**Signal wires on met1**

(4 px per um) Supply wires on this layer in gray.
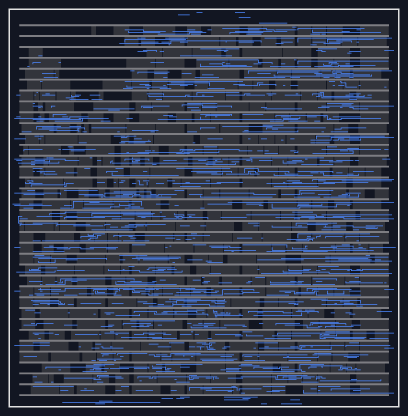
**Met2 routing**

(4 px per um)
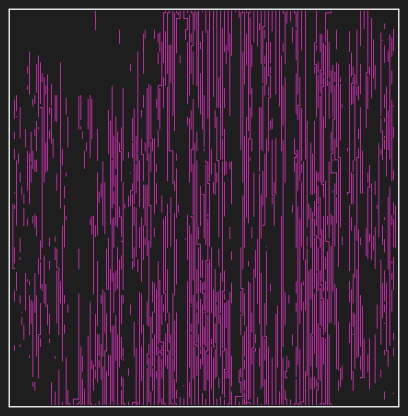
**src/rtl/mgmt_storage_arbiter.sv**
```systemverilog
// mgmt_storage_arbiter: two-requester arbiter (management R/W, housekeeping RO) onto banked RAM
module mgmt_storage_arbiter #(
    parameter int N_BANKS     = 2,
    parameter int ADDR_W      = 8,
    parameter int HK_MAX_WAIT = 4,
    localparam int BANK_W     = (N_BANKS > 1) ? $clog2(N_BANKS) : 1,
    localparam int AW         = BANK_W + ADDR_W
) (
    input  logic                  core_clk,
    input  logic                  core_rst,
    input  logic                  m_req,
    input  logic                  m_we,
    input  logic [3:0]            m_sel,
    input  logic [AW-1:0]         m_addr,
    input  logic [31:0]           m_wdata,
    output logic                  m_gnt,
    output logic                  m_rvalid,
    output logic [31:0]           m_rdata,
    output logic                  m_err,
    input  logic                  h_req,
    input  logic [AW-1:0]         h_addr,
    output logic                  h_gnt,
    output logic                  h_rvalid,
    output logic [31:0]           h_rdata,
    output logic                  h_err,
    output logic [N_BANKS-1:0]    ram_ena,
    output logic [N_BANKS-1:0]    ram_wen,
    output logic [4*N_BANKS-1:0]  ram_wen_mask,
    output logic [ADDR_W-1:0]     ram_addr,
    output logic [31:0]           ram_wdata,
    input  logic [32*N_BANKS-1:0] ram_rdata
);
    localparam logic [BANK_W:0] NB  = N_BANKS[BANK_W:0];
    localparam logic [3:0]      HMW = 4'(HK_MAX_WAIT);
    logic [3:0]        hk_wait_q, hk_wait_d;
    logic              m_v_q, m_v_d, h_v_q, h_v_d, rd_q, rd_d, err_q, err_d;
    logic [BANK_W-1:0] bank_q, bank_d, bank;
    logic              h_win, any_gnt, in_rng;
    logic [AW-1:0]     sel_addr;
    logic [31:0]       lane;
    // grant selection, shared address decode and next-state for the response pipeline
    always_comb begin
        h_win     = h_req && (!m_req || hk_wait_q >= HMW);
        h_gnt     = !core_rst && h_win;
        m_gnt     = !core_rst && m_req && !h_win;
        any_gnt   = m_gnt || h_gnt;
        sel_addr  = h_gnt ? h_addr : m_addr;
        bank      = sel_addr[AW-1 -: BANK_W];
        in_rng    = {1'b0, bank} < NB;
        ram_addr  = any_gnt ? sel_addr[ADDR_W-1:0] : '0;
        ram_wdata = (m_gnt && m_we) ? m_wdata : '0;
        hk_wait_d = (h_req && !h_gnt) ? ((hk_wait_q == 4'hF) ? 4'hF : hk_wait_q + 4'h1) : 4'h0;
        m_v_d     = m_gnt;
        h_v_d     = h_gnt;
        rd_d      = h_gnt || !m_we;
        err_d     = any_gnt && !in_rng;
        bank_d    = bank;
    end
    for (genvar g = 0; g < N_BANKS; g++) begin : g_bank
        assign ram_ena[g]            = any_gnt && in_rng && bank == BANK_W'(g);
        assign ram_wen[g]            = ram_ena[g] && m_gnt && m_we;
        assign ram_wen_mask[4*g +: 4] = ram_wen[g] ? m_sel : 4'h0;
    end
    // pick the read lane of the bank that was accessed last cycle
    always_comb begin
        lane = '0;
        for (int i = 0; i < N_BANKS; i++)
            if (bank_q == BANK_W'(i)) lane = ram_rdata[32*i +: 32];
    end
    assign m_rvalid = !core_rst && m_v_q;
    assign h_rvalid = !core_rst && h_v_q;
    assign m_err    = m_rvalid && err_q;
    assign h_err    = h_rvalid && err_q;
    assign m_rdata  = (m_rvalid && rd_q && !err_q) ? lane : '0;
    assign h_rdata  = (h_rvalid && rd_q && !err_q) ? lane : '0;
    // starvation counter and one-cycle response pipeline, flushed by reset
    always_ff @(posedge core_clk) begin
        if (core_rst) begin
            hk_wait_q <= '0;
            m_v_q     <= 1'b0;
            h_v_q     <= 1'b0;
            rd_q      <= 1'b0;
            err_q     <= 1'b0;
            bank_q    <= '0;
        end else begin
            hk_wait_q <= hk_wait_d;
            m_v_q     <= m_v_d;
            h_v_q     <= h_v_d;
            rd_q      <= rd_d;
            err_q     <= err_d;
            bank_q    <= bank_d;
        end
    end
endmodule

```
**config.mk**
```make
export PLATFORM = sky130hd
export DESIGN_NAME = mgmt_storage_arbiter
export DESIGN_NICKNAME = d
export VERILOG_FILES = /design/src/rtl/mgmt_storage_arbiter.sv
export SDC_FILE = /design/constraint.sdc
export NUM_CORES = 1
export LEC_CHECK = 0
export CAP_MARGIN = 0
export CORE_AREA = 2 2 95 97
export CTS_CLUSTER_SIZE = 20
export DETAILED_ROUTE_END_ITERATION = 6
export DIE_AREA = 0 0 97 99
export PLACE_DENSITY = 0.67
export SETUP_SLACK_MARGIN = 0.5
export SLEW_MARGIN = 20
export SYNTH_ARGS = -nofsm -noshare
export SYNTH_HDL_FRONTEND = slang
export SYNTH_SLANG_ARGS = --single-unit
```
**constraint.sdc**
```tcl
create_clock -name core_clk -period 1.97 [get_ports core_clk]
set_input_delay 0.2955 -clock core_clk [delete_from_list [all_inputs] [get_ports core_clk]]
set_output_delay 0.2955 -clock core_clk [all_outputs]
set_load 0.05 [all_outputs]
```
==> results.txt <==
status - finished clean
Fmax - 519 MHz
share of post-route cells with drive strength above 1 - 0.689
crit path DAT - 1.63 ns
DRT Pass-1 Iters - 4
Core Util, Final - 0.868
die height - 99 um
placed cells - 590
Tool Warnings - 29
Final #Nets - 642
drt initial violations - 69
yosys cell count - 228
Die X-Extent - 97 um
Tightest Hold Check Type - in2reg
area growth from synthesis to layout - 400%
required time worst endpoint - 1.67 ns
Max Fanout on Critical Path - 6
Pwr Total - 1.79 mW
initial antenna violation count - 0
RR Endpoint - bank_q
worst slack, placed - -0.192 ns
Slew Limit Fails - 0
CORE AREA - 0.00855 mm2
Final Skew - 0.00684 ns
clk slew on worst S/H paths - 0.05 ns
GR Util met3 - 0.0496
Hold Crit Start - core_rst
gpl congestion - 0.836
YS chip area - 0.00148 mm2
cycle use final - 0.978
fin area - 0.00743 mm2
Crit Path Category - reg2out
met2 Track Usage GR - 0.495
number of CTS-inserted buffers - 3
P per Cell Area - 241 mW/mm2
Detail Route Antenna Nets - 0
Synth Instances - 228
reg2reg path depth - 4
grt ovf - 0
clk_lat worst skew - 0.23 ns
hold path depth - 3
Synth Seq Share - 0.108
clock sink count - 8
CTS tree - built
DP HPWL - 8.92 mm
number of fill cells - 344
flop-to-flop setup slack - 0.71 ns
TNS Setup - 0 ns
Max stage delay on crit path - 0.42 ns
P_leak - 2.71 nW
vias per cell - 4.70
std cell rows - 34
crit path time final - 1.93 ns
post-synthesis cell type count - 25
fin worst setup slack - 0.0429 ns
FF-to-FF Start - hk_wait_q[3]
RSZ-0062 raised after global routing - yes
Routed WL per cell - 22.0 um
floorplan utilization - 0.174
DRT Wirelength - 13.8 mm
Crit. End Element - output port
# IOs - 245
Hold Path Sink - bank_q
most frequent logic cell in the layout - buf_12
chip area - 0.00960 mm2
global-route wire length before repair - 18.8 mm
# setup viols final - 0
largest net degree at the start of global routing - 14
IO Port Bufs - 242
H-tree Lvls - 1
Hold Buf Count CTS - 0
-- 'signal wires on met1' (at the start) --
nets with wire on the layer	541
main direction	horizontal

-- 'met2 routing' (at the start) --
share of all routed wire	56%
main direction	vertical
wire length on this layer	7730 um
longest straight run	51.7 um
nets with wire on the layer	611

## critical path, delay by kind of cell, from the launching register on
family / cells / cell delay [ns]
AND-OR/OR-AND: 1 / 0.26
buffers and inverters: 2 / 0.30
flip-flops: 1 / 0.37
AND/OR/NAND/NOR: 2 / 0.47
## cells in the mapped netlist
| library cell | number | area share |
|---|---|---|
| buf_6 | 1 | 0.0076 |
| nand2_1 | 11 | 0.028 |
| and3b_1 | 6 | 0.035 |
| nor3b_4 | 1 | 0.013 |
| nand2b_1 | 2 | 0.0084 |
| nand2b_4 | 1 | 0.0093 |
| nor2b_1 | 2 | 0.0084 |
| mux2i_1 | 41 | 0.28 |
| nor2_4 | 1 | 0.0076 |
| dfxtp_1 | 8 | 0.11 |
| o21ai_0 | 2 | 0.0067 |
| buf_2 | 13 | 0.044 |
| conb_1 | 1 | 0.0025 |
| and2_1 | 4 | 0.017 |
| or3b_4 | 1 | 0.0076 |
| buf_4 | 2 | 0.010 |
| ha_1 | 1 | 0.0084 |
| o21ai_1 | 1 | 0.0034 |
| a21oi_1 | 7 | 0.024 |
| nor2_1 | 66 | 0.17 |
| nand3_1 | 4 | 0.013 |
| inv_1 | 9 | 0.023 |
| and2b_1 | 3 | 0.015 |
| and3_1 | 33 | 0.14 |
| clkbuf_1 | 7 | 0.018 |
## cells by family (layout without fill, tap and decap cells)
kind of cell | after synthesis | count (layout) | share of synthesized area
other cells | 1 | 3 | 0.00253
buf+inv | 32 | 318 | 0.102
compound gates | 10 | 10 | 0.0337
fa+ha+maj | 1 | 1 | 0.00843
simple gates | 135 | 136 | 0.469
flops | 8 | 8 | 0.108
mux | 41 | 41 | 0.277
## sequential cells by signal, summed over array words and instances (netlist names)
register and cells:
hk_wait_q 4, bank_q 1, m_v_q 1, h_v_q 1
rd_q 1
## area by class of cell
type                       instances  area [um2]  share of cell area
sequential                         8         171              0.0231
inverter                           9        33.8             0.00455
clock buffer                       4        45.0             0.00607
multi-input combinational        191        2480               0.333
timing repair buffer             305        4560               0.615
tap                              108         135              0.0182
## what timing repair did
| item | CTS | global route |
|---|---|---|
| buffers inserted | 13 | 9 |
| pin swaps | 50 | 23 |
| resized | 91 | 30 |
| endpoints found under the setup margin | 123 | 118 |
| gates cloned | 6 | 3 |
## how the worst max path moves through the flow
stage / to / slack, ns / cells past startpoint / start
after floorplan: ram_addr[0] / -0.02 / 3 / m_req
after global placement: ram_wen_mask[2] / -0.14 / 5 / core_rst
after detailed placement: ram_ena[1] / -0.19 / 6 / m_req
after CTS: ram_wen_mask[2] / 0.08 / 5 / hk_wait_q[3]
after global routing: ram_wen[0] / 0.02 / 5 / hk_wait_q[3]
final: ram_wen_mask[5] / 0.04 / 5 / hk_wait_q[3]
## per-layer routing
layer  part of all wire  routed length, um  vias to the layer above
li1                   -                  -                     1335
met1               0.34               4640                     1399
met2               0.56               7730                      177
met3              0.068                932                       28
met4              0.033                452                        0
met5                  0                  0                        -
## power by group
part / internal (mW) / switching [mW]
clock network: 0.140 / 0.0635
registers: 0.167 / 0.00808
logic: 0.767 / 0.641
No activity file was given, so power comes from the tool's default toggle rates.
